### config.mk
export PLATFORM = sky130hd
export DESIGN_NAME = mult_arbiter
export DESIGN_NICKNAME = d
export VERILOG_FILES = /design/src/rtl/mult_arbiter.sv
export SDC_FILE = /design/constraint.sdc
export NUM_CORES = 1
export LEC_CHECK = 0
export CAP_MARGIN = 20
export CORE_AREA = 2 2 128 130
export CTS_CLUSTER_DIAMETER = 120
export DETAILED_ROUTE_END_ITERATION = 6
export DIE_AREA = 0 0 130 132
export DONT_BUFFER_PORTS = 1
export GPL_ROUTABILITY_DRIVEN = 0
export GPL_TIMING_DRIVEN = 0
export PLACE_DENSITY = 0.54
export SKIP_CTS_REPAIR_TIMING = 1
export SYNTH_ARGS = -nofsm -noshare
export SYNTH_HDL_FRONTEND = slang
export SYNTH_SLANG_ARGS = --single-unit
### constraint.sdc
create_clock -name clk -period 5.05 [get_ports clk]
set_clock_uncertainty 0.15 [all_clocks]
set_input_delay 1.2625 -clock clk [delete_from_list [all_inputs] [get_ports clk]]
set_output_delay 1.2625 -clock clk [all_outputs]
set_load 0.05 [all_outputs]
### src/rtl/mult_arbiter.sv
// Two-requester round-robin front end for a shared multi-cycle multiplier.
// Holds the multiplier in reset until operands are latched, then counts out its latency.
module mult_arbiter #(
    parameter int LATENCY = 12
) (
    input  logic               clk,
    input  logic               rst,
    input  logic               req0_valid,
    input  logic               req1_valid,
    output logic               req0_ready,
    output logic               req1_ready,
    input  logic signed [31:0] req0_a,
    input  logic signed [31:0] req0_b,
    input  logic signed [31:0] req1_a,
    input  logic signed [31:0] req1_b,
    output logic               resp0_valid,
    output logic               resp1_valid,
    input  logic               resp0_ready,
    input  logic               resp1_ready,
    output logic signed [63:0] resp_product,
    output logic               mul_rst,
    output logic signed [31:0] mul_multiplier,
    output logic signed [31:0] mul_multiplicand,
    input  logic signed [63:0] mul_product
);

    localparam int CW = $clog2(LATENCY + 1);
    localparam logic [CW-1:0] CNT_LAST = CW'(LATENCY - 1);

    typedef enum logic [1:0] {IDLE, LOAD, RUN, DONE} state_t;

    state_t             state_q, state_d;
    logic [CW-1:0]      cnt_q, cnt_d;
    logic               last_grant_q, last_grant_d;
    logic               gid_q, gid_d;
    logic signed [31:0] op_a_q, op_a_d;
    logic signed [31:0] op_b_q, op_b_d;
    logic signed [63:0] prod_q, prod_d;
    logic               grant0, grant1;
    logic               resp_ack;

    // On a tie the requester that was not served last wins.
    assign grant0 = (state_q == IDLE) && req0_valid && (!req1_valid || last_grant_q);
    assign grant1 = (state_q == IDLE) && req1_valid && (!req0_valid || !last_grant_q);

    assign req0_ready       = grant0;
    assign req1_ready       = grant1;
    assign resp0_valid      = (state_q == DONE) && !gid_q;
    assign resp1_valid      = (state_q == DONE) && gid_q;
    assign resp_product     = prod_q;
    assign mul_multiplier   = op_a_q;
    assign mul_multiplicand = op_b_q;
    assign mul_rst          = (state_q == IDLE) || (state_q == LOAD);
    assign resp_ack         = gid_q ? resp1_ready : resp0_ready;

    always_comb begin
        state_d      = state_q;
        cnt_d        = cnt_q;
        last_grant_d = last_grant_q;
        gid_d        = gid_q;
        op_a_d       = op_a_q;
        op_b_d       = op_b_q;
        prod_d       = prod_q;
        case (state_q)
            IDLE: begin
                if (grant0) begin
                    op_a_d       = req0_a;
                    op_b_d       = req0_b;
                    gid_d        = 1'b0;
                    last_grant_d = 1'b0;
                    state_d      = LOAD;
                end else if (grant1) begin
                    op_a_d       = req1_a;
                    op_b_d       = req1_b;
                    gid_d        = 1'b1;
                    last_grant_d = 1'b1;
                    state_d      = LOAD;
                end
            end
            LOAD: begin
                cnt_d   = '0;
                state_d = RUN;
            end
            RUN: begin
                // Counter saturates at the capture point so it can never wrap.
                if (cnt_q == CNT_LAST) begin
                    prod_d  = mul_product;
                    state_d = DONE;
                end else begin
                    cnt_d = cnt_q + CW'(1);
                end
            end
            DONE: begin
                if (resp_ack) state_d = IDLE;
            end
            default: state_d = IDLE;
        endcase
    end

    always_ff @(posedge clk or posedge rst) begin
        if (rst) begin
            state_q      <= IDLE;
            cnt_q        <= '0;
            last_grant_q <= 1'b1;
            gid_q        <= 1'b0;
            op_a_q       <= '0;
            op_b_q       <= '0;
            prod_q       <= '0;
        end else begin
            state_q      <= state_d;
            cnt_q        <= cnt_d;
            last_grant_q <= last_grant_d;
            gid_q        <= gid_d;
            op_a_q       <= op_a_d;
            op_b_q       <= op_b_d;
            prod_q       <= prod_d;
        end
    end

endmodule

Run 1, cell area per tile:
The bar under the picture is 50 um long. 13 x 13 tiles, from dark purple (low) to yellow (high), 0 to 100% covered.
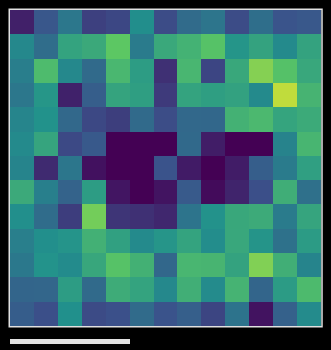
fullest tile = 90%
emptiest ninth of the die = centre
densest ninth of the die = north-east
mean over tiles = 41%
tiles over 75% full = 2.4%
utilization after layout: 0.4642
core area: 0.01571 mm^2
FP Util: 0.4032

Run 1, clock nets:
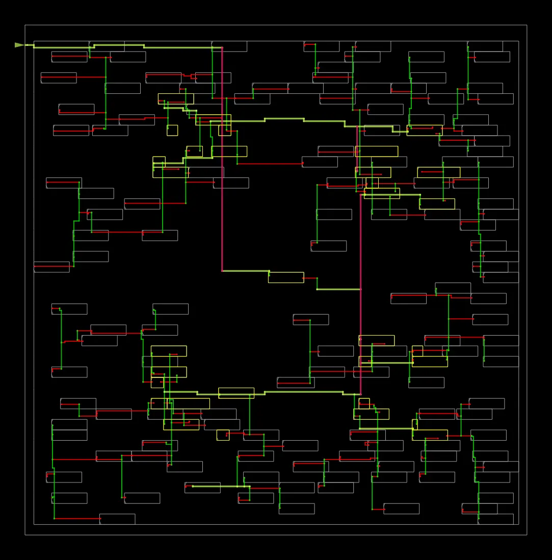
CTS buffer count: 17
tally of clock buffers in the finished layout: 18
num sequential: 136

Run 1, wiring by layer:
Two of the layers only.
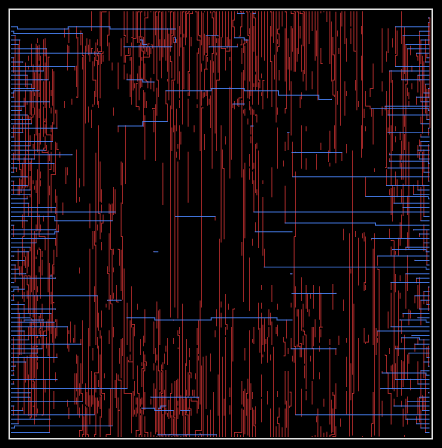
blue -> metal 3  # wire length 1950 um
red -> metal 2  # wire length 8960 um

==> impl_summary.log, run 1 <==
[flow] collecting metrics
[metrics] total number of tap cells: around 220
[metrics] dominant register cell in the synthesized netlist: sky130_fd_sc_hd__dfrtp_1
[metrics] simple-gate share of the synthesized area: 0.1432
[metrics] total via count in the routed design: 4477
[metrics] ratio of cells with drive above 1 in the final layout: 0.2317
[metrics] nonclk buf count: 53
[metrics] Post-layout nets: 778
[metrics] Total Die Area: 0.01716 mm^2
[metrics] r2r setup slk: 2.87 ns
[metrics] worst reg2reg startpoint: state_q[1]$_DFFE_PP0P_
[metrics] Synth area leader: sky130_fd_sc_hd__dfrtp_1
[metrics] dominant logic cell type in the layout: sky130_fd_sc_hd__dfrtp_1
[metrics] final std cell area, no fill: 0.007293 mm^2
[metrics] Post-Syn Instances: about 550
[metrics] P&R area growth vs syn: 15.13%
[metrics] most used standard cells in the synthesized netlist: sky130_fd_sc_hd__dfrtp_1, sky130_fd_sc_hd__nor2_1, sky130_fd_sc_hd__mux2_2
[metrics] Filler Cell Count: ~1500
[metrics] Non-clock buffers, area share: 0.05679
[metrics] fmax: around 0.25 GHz
[metrics] CTS sink cnt: 136
[metrics] floorplan die height: 132 um
[metrics] number of multi-input combinational cells: 359
[metrics] buffers from clock root to sink, at most: 2
[metrics] number of search-and-repair iterations in the first detailed-routing pass: 4
[metrics] buffers added on ports: 0
[metrics] setup TNS after final layout: 0 ns
[metrics] worst hold path endpoint: last_grant_q$_DFFE_PP1P_
[metrics] clk ins delay skew pair: 0.41 ns
[metrics] transition at the pin with the smallest max-transition slack: 0.9244 ns
[metrics] number of OpenROAD warnings: 30
[metrics] row count: 46
[metrics] total instance count after detailed placement: slightly below 800
[metrics] Yosys Chip Area: 0.006335 mm^2
[metrics] worst hold path type: reg -> reg
[metrics] arrival time worst endpoint: 2.52 ns
[metrics] critical path capture point type: primary output
[metrics] cell type taking the most area: registers
[metrics] most used standard cell by instance count after synthesis: sky130_fd_sc_hd__dfrtp_1
[metrics] clock network area share: 0.08458
[metrics] ports placed on the boundary: approximately 330
[metrics] CP Capture Point: req0_ready
[metrics] synthesized-area fraction occupied by ao, oa, aoi and oai cells: 0.1258
[metrics] TritonCTS clock tree: yes
[metrics] total congestion overflow after global routing: 0
[metrics] count of flip-flops with a built-in enable after synthesis: 0
[metrics] Period minus WS final: 3.931 ns
[metrics] CTS root buf: sky130_fd_sc_hd__clkbuf_16
[metrics] library cells used by synthesis: 32
[metrics] iteration-0 DRC count of the detailed router: 188
[metrics] routed length on met2: 8960 um
[metrics] Slew headroom: 0.3825
[metrics] summed instance area of the synthesized netlist: ~0.0063 mm^2
[metrics] GR Util met1: 0.2159
[metrics] share of cell area taken by multi-input logic gates: 0.3496
[metrics] Worst R2R End: mul_multiplicand[10]$_DFFE_PP0P_
[metrics] post-detailed-route wirelength per cell: 21.62 um
[metrics] multi-input combinational cell area: 0.002550 mm^2
[metrics] Post-synth seq share: 0.5374
[metrics] drt via density: 5.555
[metrics] detailed-route wire length on metal 1: around 6200 um
[metrics] launch point of the critical path: req0_valid
[metrics] RSZ-0062 raised after global routing: false
[metrics] global-route usage over all layers: 0.2018
[metrics] largest net degree at the start of global routing: 42
[metrics] Async S/R FF share, synth: 1.000
[metrics] Cell area leaders: sky130_fd_sc_hd__dfrtp_1, sky130_fd_sc_hd__mux2_2, sky130_fd_sc_hd__or3b_1
[metrics] reported max-cap violation count: 0
[metrics] run status: complete, no violations
[metrics] most heavily used metal layer in global routing: met2
[metrics] diodes inserted: 3
[metrics] number of antenna-violating nets in the routed design: 0
[metrics] post-route fraction of the period consumed by the critical path: 0.7784
[metrics] post-detailed-placement half-perimeter wirelength: 13680 um
[metrics] Floorplan Nets: 756
[metrics] required time reported for the critical path endpoint: 3.64 ns
[metrics] total number of yosys warnings: 0
[metrics] biggest combinational cell group after synthesis: simple AND/OR/NAND/NOR gates
[metrics] cell total in the yosys stat output: between 500 and 600
[metrics] final setup violation count: 0
[metrics] met3 layer wire length in the routed design: 1947 um
[metrics] Final Hold Viols: 0
[metrics] DRC errors left: 0
[metrics] total wire length: 17430 um
[metrics] grt met3 use: 0.09903
[metrics] depth of the most critical reg-to-reg path: 7
[metrics] sequential share of cell area: 0.4668
[metrics] area post-placement: 0.006669 mm^2
[metrics] xor/xnor share: 0.001383
[metrics] highest fanout seen on the critical path: 10
[metrics] die boundary width: approximately 130 um
[metrics] adder-cell share of the synthesized area: 0.01185
==> run 1: critical path, stage by stage <==
cell and delay (ns):
sky130_fd_sc_hd__nand2_2 0.06, sky130_fd_sc_hd__buf_6 0.17, sky130_fd_sc_hd__buf_6 0.15, sky130_fd_sc_hd__buf_2 0.17, sky130_fd_sc_hd__nor2_1 0.70
==> run 1: flip-flops by register name (all words and copies together), names as in the netlist <==
register and count:
resp_product 64, mul_multiplicand 32, mul_multiplier 32, cnt_q 4, state_q 2, gid_q 1
last_grant_q 1
Run 1, sequential cells coloured by netlist name:
The bar under the picture is 50 um long.
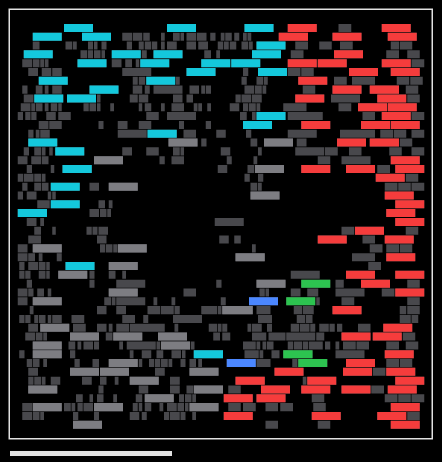

==> run 1 -> run 2 <==
clock period = 3.6 ns   (was 5.05 ns; I/O delays follow)
Run 2, sequential cells coloured by netlist name:
The bar under the picture is 50 um long.
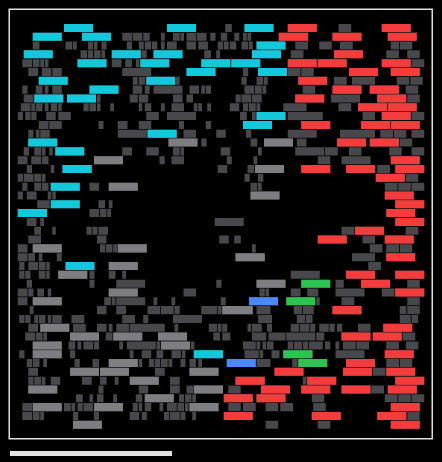
cyan -> mul_multiplicand  # sequential cells 32
red -> resp_product  # sequential cells 64
blue -> state_q  # sequential cells 2
green -> cnt_q  # sequential cells 4
not coloured = 34
utilization after layout: 0.4643
Reg area: 0.003405 mm^2

Run 2, wiring by layer:
Two of the layers only.
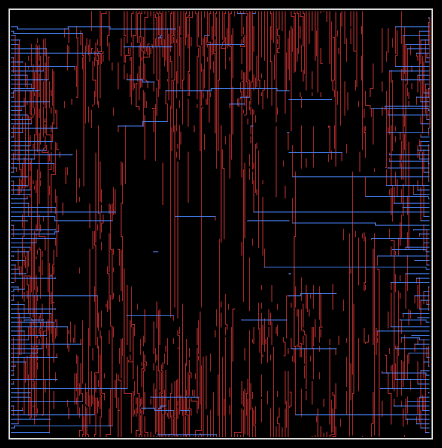
blue -> metal 3  # wire length 1910 um
red -> metal 2  # wire length 8990 um

Run 2, wiring heat map:
26 x 26 tiles, from dark purple (low) to yellow (high), scaled to the fullest tile. Values are wire area over tile area, all layers added.
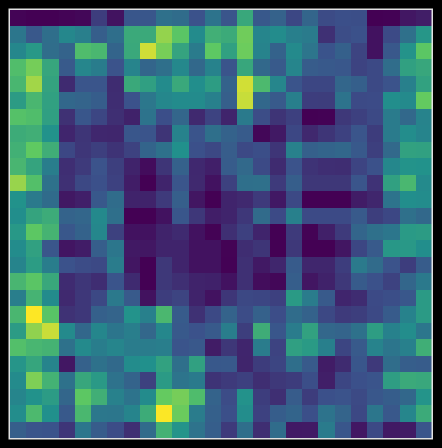
mean over tiles = 0.17
tiles over half the peak = 19%
nearly empty tiles = 4.1%
emptiest ninth of the die = centre
total wire length: 17460 um
post-detailed-route wirelength per cell: 21.66 um

==> run 2 against run 1 <==
Compared with the run above: clock-buffer cell count is the same; register-to-register slack worse by 1.5 ns; area after synthesis unchanged; die area unchanged; critical path type is now reg -> out; final area is essentially flat.
==> impl_summary.log, run 2 <==
[flow] collecting metrics
[metrics] run status: complete, no violations
[metrics] Post-Syn Instances: 552
[metrics] cell total in the yosys stat output: 552
[metrics] iteration-0 DRC count of the detailed router: 185
[metrics] diodes inserted: 3
[metrics] critical path capture point type: primary output
[metrics] detailed-route wire length on metal 1: 6276 um
[metrics] num sequential: approximately 140
[metrics] slowest cell on the critical path: sky130_fd_sc_hd__nor2_2
[metrics] number of search-and-repair iterations in the first detailed-routing pass: 4
[metrics] CTS buffer count: 17
[metrics] Cell area leaders: sky130_fd_sc_hd__dfrtp_1, sky130_fd_sc_hd__mux2_2, sky130_fd_sc_hd__or3b_1
[metrics] Non-clock buffers, area share: 0.05677
[metrics] cell seen most often among critical-path stages: sky130_fd_sc_hd__buf_6
[metrics] Period minus WS final: between 3 and 4 ns
[metrics] buffers from clock root to sink, at most: 2
[metrics] multi-input combinational cell area: 0.002552 mm^2
[metrics] clk ins delay skew pair: 0.41 ns
[metrics] required time reported for the critical path endpoint: roughly 2.6 ns
[metrics] buffers and inverters on the worst path: 4
[metrics] r2r setup slk: between 1 and 1.5 ns
[metrics] met3 layer wire length in the routed design: 1912 um
[metrics] total number of yosys warnings: 0
[metrics] Floorplan Nets: 756
[metrics] number of multi-input combinational cells: ~360
[metrics] floorplan die height: 132 um
[metrics] buffers added on ports: 0
[metrics] biggest combinational cell group after synthesis: simple AND/OR/NAND/NOR gates
[metrics] summed instance area of the synthesized netlist: 0.006335 mm^2
[metrics] fmax: between 0.3 and 0.4 GHz
[metrics] most used standard cell by instance count after synthesis: sky130_fd_sc_hd__dfrtp_1
[metrics] topmost layer with routed signal wires: met4
[metrics] nonclk buf count: 53
[metrics] dominant logic cell type in the layout: sky130_fd_sc_hd__dfrtp_1
[metrics] final setup violation count: 0
[metrics] highest fanout seen on the critical path: 10
[metrics] setup TNS after final layout: 0 ns
[metrics] largest net degree at the start of global routing: 42
[metrics] die boundary width: approximately 130 um
[metrics] total congestion overflow after global routing: 0
[metrics] Yosys Chip Area: about 0.0063 mm^2
[metrics] DRC errors left: 0
[metrics] library cells used by synthesis: 32
[metrics] tally of clock buffers in the finished layout: 18
[metrics] area post-placement: about 0.0067 mm^2
[metrics] adder-cell share of the synthesized area: 0.01185
[metrics] Synth area leader: sky130_fd_sc_hd__dfrtp_1
[metrics] total number of tap cells: 216
[metrics] Async S/R FF share, synth: 1.000
[metrics] global-route usage over all layers: 0.2018
[metrics] core area: 0.01571 mm^2
[metrics] Final Hold Viols: 0
[metrics] peak per-stage delay on the critical path: 0.47 ns
[metrics] final std cell area, no fill: 0.007296 mm^2
[metrics] total instance count after detailed placement: 771
[metrics] Post-layout nets: 778
[metrics] number of OpenROAD warnings: 30
[metrics] routed length on met2: 8993 um
[metrics] post-detailed-placement half-perimeter wirelength: ~14000 um
[metrics] post-route fraction of the period consumed by the critical path: 0.9204
[metrics] critical path, cell by cell: inv_1, ha_1, nand2_2, buf_6, buf_6, buf_2, nor2_2
[metrics] drt via density: 5.540
[metrics] RSZ-0062 raised after global routing: false
[metrics] Total Die Area: 0.01716 mm^2
[metrics] Post-synth seq share: 0.5374
[metrics] number of antenna-violating nets in the routed design: 0
[metrics] worst hold path type: in -> async
[metrics] most used standard cells in the synthesized netlist: sky130_fd_sc_hd__dfrtp_1, sky130_fd_sc_hd__nor2_1, sky130_fd_sc_hd__mux2_2
[metrics] max FFs per register: 64
[metrics] cell type taking the most area: registers
[metrics] dominant register cell in the synthesized netlist: sky130_fd_sc_hd__dfrtp_1
[metrics] Filler Cell Count: 1466
[metrics] sequential share of cell area: 0.4666
[metrics] CTS sink cnt: 136
[metrics] xor/xnor share: 0.001383
[metrics] CTS root buf: sky130_fd_sc_hd__clkbuf_16
## run 2: final timing paths
check                                              start                               end  cells after the start
worst max-delay path              state_q[1]$_DFFE_PP0P_                        req0_ready                      7
worst min-delay path                                 rst      resp_product[34]$_DFFE_PP0P_                      1
worst max register to register    state_q[1]$_DFFE_PP0P_  mul_multiplicand[10]$_DFFE_PP0P_                      7
worst min register to register  last_grant_q$_DFFE_PP1P_          last_grant_q$_DFFE_PP1P_                      2
max in group asynchronous                            rst          last_grant_q$_DFFE_PP1P_                      3
min in group clk                last_grant_q$_DFFE_PP1P_          last_grant_q$_DFFE_PP1P_                      2
## run 2: routing by layer
metal / up-vias / GRT usage
met3: 17 / 0.09903
li1: 2039 / -
met1: 2173 / 0.2159
met2: 236 / 0.3482
met5: - / 0
met4: 0 / 0.06093
